Figure 1. Signal wires on met1 (run 1).
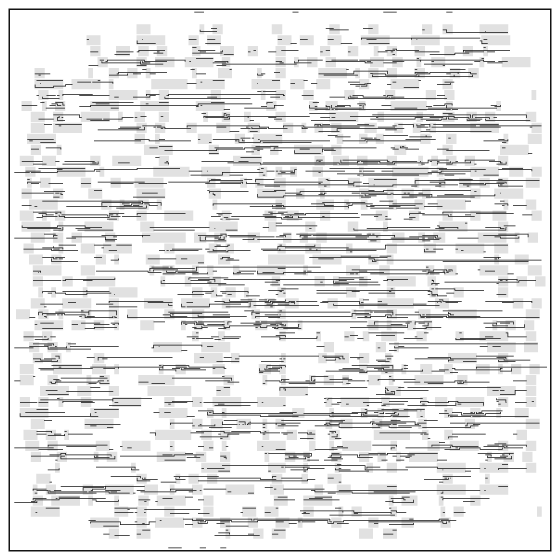
Figure 2. Metal 2 (run 1).
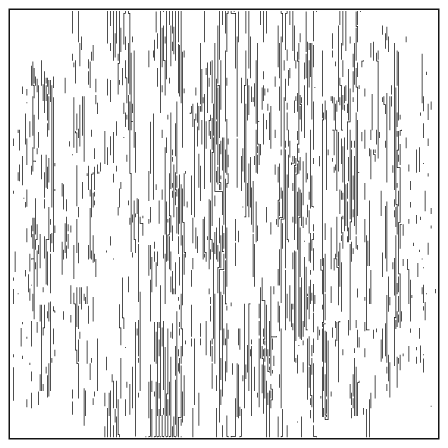
Figure 3. M4 wires (run 1).
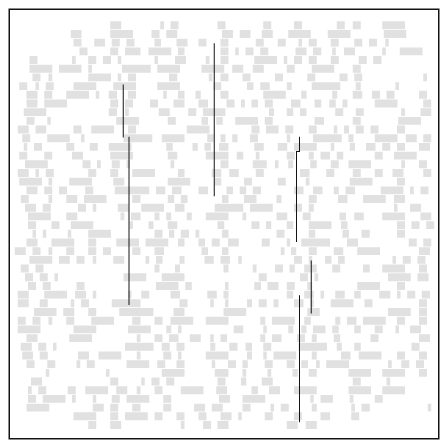
===== config.mk =====
export PLATFORM = sky130hd
export DESIGN_NAME = if_stage
export DESIGN_NICKNAME = d
export VERILOG_FILES = /design/src/rtl/if_stage.sv
export SDC_FILE = /design/constraint.sdc
export NUM_CORES = 1
export LEC_CHECK = 0
export CELL_PAD_IN_SITES_DETAIL_PLACEMENT = 2
export CELL_PAD_IN_SITES_GLOBAL_PLACEMENT = 2
export CORE_UTILIZATION = 24
export DETAILED_ROUTE_END_ITERATION = 8
export PLACE_DENSITY_LB_ADDON = 0.05
export SETUP_SLACK_MARGIN = 0.02
export SKIP_CTS_REPAIR_TIMING = 1
export SLEW_MARGIN = 5
export SYNTH_ARGS = -nofsm -noshare
export SYNTH_HDL_FRONTEND = slang
export SYNTH_SLANG_ARGS = --single-unit

===== constraint.sdc =====
create_clock -name clk -period 2.6 [get_ports clk]
set_clock_uncertainty 0.2 [all_clocks]
set_input_delay 0.65 -clock clk [delete_from_list [all_inputs] [get_ports clk]]
set_output_delay 0.65 -clock clk [all_outputs]
set_load 0.1 [all_outputs]

===== src/rtl/if_stage.sv =====
`default_nettype none
// ============================================================================
// Module   : if_stage
// Brief    : Instruction-fetch stage: PC register, ROM interface, IF/ID register.
// Revision : 1.0 - initial release
// ============================================================================
module if_stage #(
    parameter logic [31:0] RESET_PC = 32'h0000_0000,
    parameter logic [31:0] NOP_INST = 32'h0000_0013
) (
    input  logic        clk,
    input  logic        rst,
    input  logic        i_stall,
    input  logic        i_branch_flag,
    input  logic [31:0] i_branch_target,
    input  logic [31:0] i_rom_inst,
    output logic        o_rom_ce,
    output logic [31:0] o_rom_addr,
    output logic [31:0] o_id_pc,
    output logic [31:0] o_id_inst,
    output logic        o_id_valid
);

    localparam logic [31:0] c_PC_STEP      = 32'd4;
    localparam logic [31:0] c_RESET_PC_AL  = {RESET_PC[31:2], 2'b00};

    // Per-edge action, decoded in priority order (rom_ce > stall > branch > seq).
    localparam logic [1:0] c_ACT_START    = 2'd0;
    localparam logic [1:0] c_ACT_HOLD     = 2'd1;
    localparam logic [1:0] c_ACT_REDIRECT = 2'd2;
    localparam logic [1:0] c_ACT_SEQ      = 2'd3;

    logic        r_rom_ce;
    logic [31:0] r_pc;
    logic [31:0] r_id_pc;
    logic [31:0] r_id_inst;
    logic        r_id_valid;

    logic [1:0]  w_action;
    logic [31:0] w_pc_seq;
    logic [31:0] w_pc_target;
    logic        w_unused_tgt_lsb;

    assign w_pc_seq         = r_pc + c_PC_STEP;
    assign w_pc_target      = {i_branch_target[31:2], 2'b00};
    assign w_unused_tgt_lsb = ^i_branch_target[1:0];

    always_comb begin
        w_action = c_ACT_SEQ;
        if (!r_rom_ce) begin
            w_action = c_ACT_START;
        end else if (i_stall) begin
            w_action = c_ACT_HOLD;
        end else if (i_branch_flag) begin
            w_action = c_ACT_REDIRECT;
        end
    end

    always_ff @(posedge clk) begin
        if (!rst) begin
            r_rom_ce   <= 1'b0;
            r_pc       <= c_RESET_PC_AL;
            r_id_pc    <= 32'h0000_0000;
            r_id_inst  <= NOP_INST;
            r_id_valid <= 1'b0;
        end else begin
            case (w_action)
                c_ACT_START: begin
                    r_rom_ce   <= 1'b1;
                    r_pc       <= c_RESET_PC_AL;
                    r_id_pc    <= 32'h0000_0000;
                    r_id_inst  <= NOP_INST;
                    r_id_valid <= 1'b0;
                end
                c_ACT_HOLD: begin
                    r_pc       <= r_pc;
                    r_id_pc    <= r_id_pc;
                    r_id_inst  <= r_id_inst;
                    r_id_valid <= r_id_valid;
                end
                c_ACT_REDIRECT: begin
                    // The word fetched this cycle belongs to the wrong path.
                    r_pc       <= w_pc_target;
                    r_id_pc    <= 32'h0000_0000;
                    r_id_inst  <= NOP_INST;
                    r_id_valid <= 1'b0;
                end
                default: begin
                    r_pc       <= w_pc_seq;
                    r_id_pc    <= r_pc;
                    r_id_inst  <= i_rom_inst;
                    r_id_valid <= 1'b1;
                end
            endcase
        end
    end

    assign o_rom_ce   = r_rom_ce;
    assign o_rom_addr = {r_pc[31:2], 2'b00};
    assign o_id_pc    = r_id_pc;
    assign o_id_inst  = r_id_inst;
    assign o_id_valid = r_id_valid;

endmodule
`default_nettype wire


==> reports/metrics.yaml, run 1 <==
fp-utilization_pct: 24.9
global_route_wire_length_before_repair_um: 27100
io_buffers: 161
vias_per_cell: 5.19
tns_ps: 0
multiInputGateArea_um2: 2050
hold_viol_final: 0
synth.lib_cells_used.distinct: 57
tritoncts: "built"
ys_async_sr_fraction_pct: 0
most_common_cell: "dfxtp_1"
worst_ep_required_ps: 2660
largest_area_cell: "dfxtp_1"
antenna_diode_count: 0
avgRoutedWirePerCell_um: 19.8
top_logic_kind: "AND-OR/OR-AND gates"
via_count: 4553
finish.utilization_pct: 37.8
area_leaders: "dfxtp_1 (45%), a22oi_1 (13%), nor2_1 (6.9%)"
sequential_cell_area_um2: 1900
filler_cell_count: 1883
cpMaxStageDelayCell: "clkdlybuf4s50_1"
lay_top_count: "buf_4"
outcome: "finished clean"
dominant_delay_contributor_by_cell_family_on_the_critical_path: "buffers and inverters"
final_setup_violation_count: 0
grt_start_max_net_pins: 30
drv.max_cap_violation_count: 0
yosys_register_bits: 95
synth.yosys.num_cells: 483
synth.avg_cell_area_um2: 8.65
yosys-stat-area_um2: 4180
cts_sinks: 95
synth-xor-area-share_pct: 0.838
htree_levels: 3
post_synth_fa_ha_maj_area_fraction_pct: 0.299
max_stage_delay_ps: 570
-- Figure 1 (at the start) --
The wires run mostly horizontal. The longest straight run is 45.1 um.

-- Figure 2 (at the start) --
The layer carries 8600 um of wire. 669 nets have wire on it. The longest straight run is 48.3 um. The layer holds 50% of the routed length.

-- Figure 3 (at the start) --
4 nets have wire on it. The layer carries 206 um of wire. The wires run mostly vertical.

[run 1: per-stage QoR]
stage	std cells	worst slack, ps	cell area [um2]	power, uW	hold WS [ps]
5_1_grt	878	123	6360	3730	319
3_5_place_dp	862	-147	6030	2100	265
3_3_place_gp	862	-91.1	6030	2090	267
4_1_cts	878	227	6360	3630	287
6_report	878	258	6360	3590	286
2_1_floorplan	484	37.0	4180	1860	540
[run 1: layout make-up]
| class | instances | area share, % |
|---|---|---|
| Inverter | 4 | 0.236 |
| Sequential cell | 95 | 29.9 |
| Clock inverter | 6 | 1.46 |
| Tap cell | 220 | 4.33 |
| Clock buffer | 10 | 3.76 |
| Timing Repair Buffer | 209 | 28.0 |
| Multi-Input combinational cell | 334 | 32.3 |
[run 1: worst paths after layout]
path / startpoint / to / slack (ps) / cells after the start
worst max register to register: r_pc[9]$_SDFFE_PN0P_ / r_pc[23]$_SDFFE_PN0P_ / 520 / 4
worst min register to register: o_id_inst[1]$_SDFFE_PN1P_ / o_id_inst[1]$_SDFFE_PN1P_ / 290 / 2
worst min-delay path: o_id_inst[1]$_SDFFE_PN1P_ / o_id_inst[1]$_SDFFE_PN1P_ / 290 / 2
worst max-delay path: i_branch_flag / r_pc[18]$_SDFFE_PN0P_ / 260 / 6
[run 1: report_power, final]
group          internal (uW)  switching (uW)
Sequential              1480            26.0
Clock                    876             646
Combinational            200             361
[run 1: sequential cells by signal (all words and copies together), names as in the netlist]
signal / flops
o_rom_ce: 1
o_id_pc: 31
o_id_valid: 1
o_id_inst: 32
r_pc: 30
[run 1: per-layer routing]
metal / global-route usage [%] / wire (um) / vias to the layer above
li1: - / - / 2146
met1: 22.6 / 7580 / 2287
met5: 0 / 0 / -
met2: 34.5 / 8600 / 106
met4: 5.49 / 205 / 0
met3: 5.52 / 970 / 14
Figure 4. Track usage over the die (run 1).
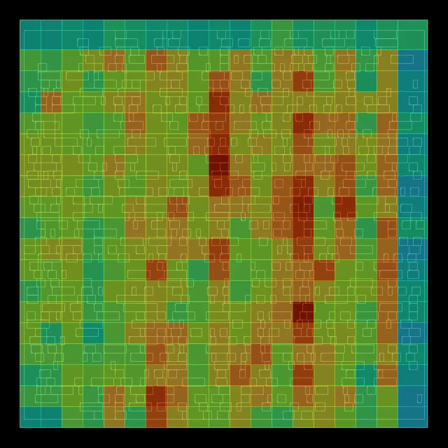

==> inputs of run 2 (changes only) <==
==> constraint.sdc (replaced) <==
create_clock -name clk -period 2.44 [get_ports clk]
set_clock_uncertainty 0.2 [all_clocks]
set_input_delay 0.61 -clock clk [delete_from_list [all_inputs] [get_ports clk]]
set_output_delay 0.61 -clock clk [all_outputs]
set_load 0.1 [all_outputs]
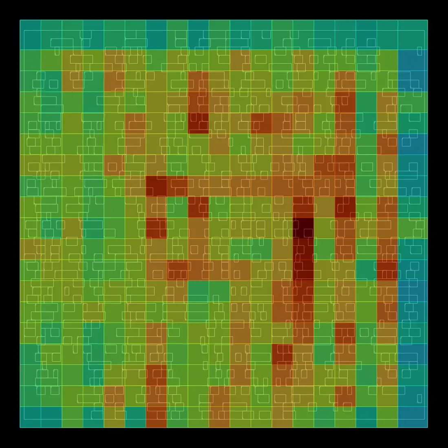
Figure 5: run 2, track usage over the die.
met2 track demand over resource: 34.9%
total global routing track utilization: 19.8%
routed wirelength normalized by instance count: 19.7 um
met3 Track Usage GR: 5.06%
share of the core filled with cells in the final layout: 38.4%

==> reports/metrics.yaml, run 2 <==
most_common_cell: "dfxtp_1"
post-layout-total-power_uw: 3740  # +4.2%
power.sequential.fraction_pct: 43.1  # +1.2 points
via_count: 4546  # -0.15%
ys_async_sr_fraction_pct: 0  # unchanged
outcome: "finished clean"
tritoncts: "built"
largest_area_cell: "dfxtp_1"
worst_ep_required_ps: 2470  # -190 ps
filler_cell_count: 1889  # +0.32%
holdPathEnd: "o_id_inst[1]$_SDFFE_PN1P_"
clk_network_pwr_share_pct: 40.9  # -1.5 points
area_leaders: "dfxtp_1 (45%), a22oi_1 (13%), nor2_1 (6.9%)"
lay_top_count: "buf_4"
timing.reg2reg.setup_slack_ps: 330  # -190 ps
reg2regPathDepth: 5  # +1
postPlaceCellArea_um2: 6140  # +1.8%
net-switching-power_uw: 1060  # +2.4%
routed-wl-met3_um: 1020  # +4.8%
synth.lib_cells_used.distinct: 57  # unchanged
p_comb_share_pct: 16.0  # +0.4 points
hold_viol_final: 0  # unchanged
vias_per_cell: 5.18  # -0.15%
yosys-stat-area_um2: 4180  # unchanged
io_buffers: 161  # unchanged
top_usage_layer: "met2"
timing.rr.start: "r_pc[2]$_SDFFE_PN0P_"
global_route_wire_length_before_repair_um: 27900  # +3.1%
final_setup_violation_count: 0  # unchanged
preCtsSetupSlack_ps: -224  # -76.9 ps
critical_path.reg2reg.endpoint: "r_pc[18]$_SDFFE_PN0P_"
topRoutingLayerUsed: "met4"
drv.max_cap_violation_count: 0  # unchanged
largest_register_ffs: 32  # unchanged
antenna_diode_count: 0  # unchanged
yosys_register_bits: 95  # unchanged
worst_hold_path.num_cells: 2  # unchanged
share_of_total_power_consumed_by_net_switching_pct: 28.3  # -0.49 points
synth.yosys.num_cells: 483  # unchanged
wl_met1_um: 7330  # -3.3%
## run 2: cell counts after synthesis
No cell type changed its count.
## run 2: worst max-delay path by stage
stage	end	depth (start not counted)	slack (ps)
5_1_grt	r_pc[18]$_SDFFE_PN0P_	6	50
6_report	r_pc[31]$_SDFFE_PN0P_	7	160
4_1_cts	r_pc[31]$_SDFFE_PN0P_	7	140
2_1_floorplan	r_pc[13]$_SDFFE_PN0P_	4	-6
3_5_place_dp	r_pc[31]$_SDFFE_PN0P_	7	-220
3_3_place_gp	r_pc[31]$_SDFFE_PN0P_	6	-220
## run 2: cell type report
class                   count  share of cell area (%)
inverters                   4                   0.232
clock buffers              12                    4.13
flip-flops and latches     95                    29.8
multi-input cells         334                    31.8
clock inverters             4                   0.814
well taps                 220                    4.26
repair buffers            209                    28.9
## run 2: cell families after synthesis
family / share of synthesized area, %
compound gates: 25.2
xor+xnor: 0.838
fa+ha+maj: 0.299
buf+inv: 5.60
flops: 45.5
mux: 0.509
other cells: 0.0897
simple gates: 21.9
## run 2: metrics by stage
step	utilization, %	hold WS [ps]	cells
2_1_floorplan	-	500	484
3_3_place_gp	36.5	267	862
3_5_place_dp	36.5	284	862
4_1_cts	38.4	301	878
5_1_grt	38.4	320	878
6_report	38.4	300	878
## run 2: power by group through the flow
stage / Sequential, uW / Combinational (uW) / Clock, uW
6_report: 1610 / 597 / 1530
5_1_grt: 1620 / 630 / 1660
4_1_cts: 1610 / 604 / 1570
3_5_place_dp: 1650 / 602 / 0
3_3_place_gp: 1650 / 591 / 0
2_1_floorplan: 1820 / 162 / 0
## run 2: worst max-delay path, cell delays in order
cell	delay [ps]
clkdlybuf4s50_1	550
buf_4	180
inv_1	60
buf_4	140
a21oi_1	120
a2bb2o_1	290
a211oi_1	360
Power and IR drop assume default switching activity.
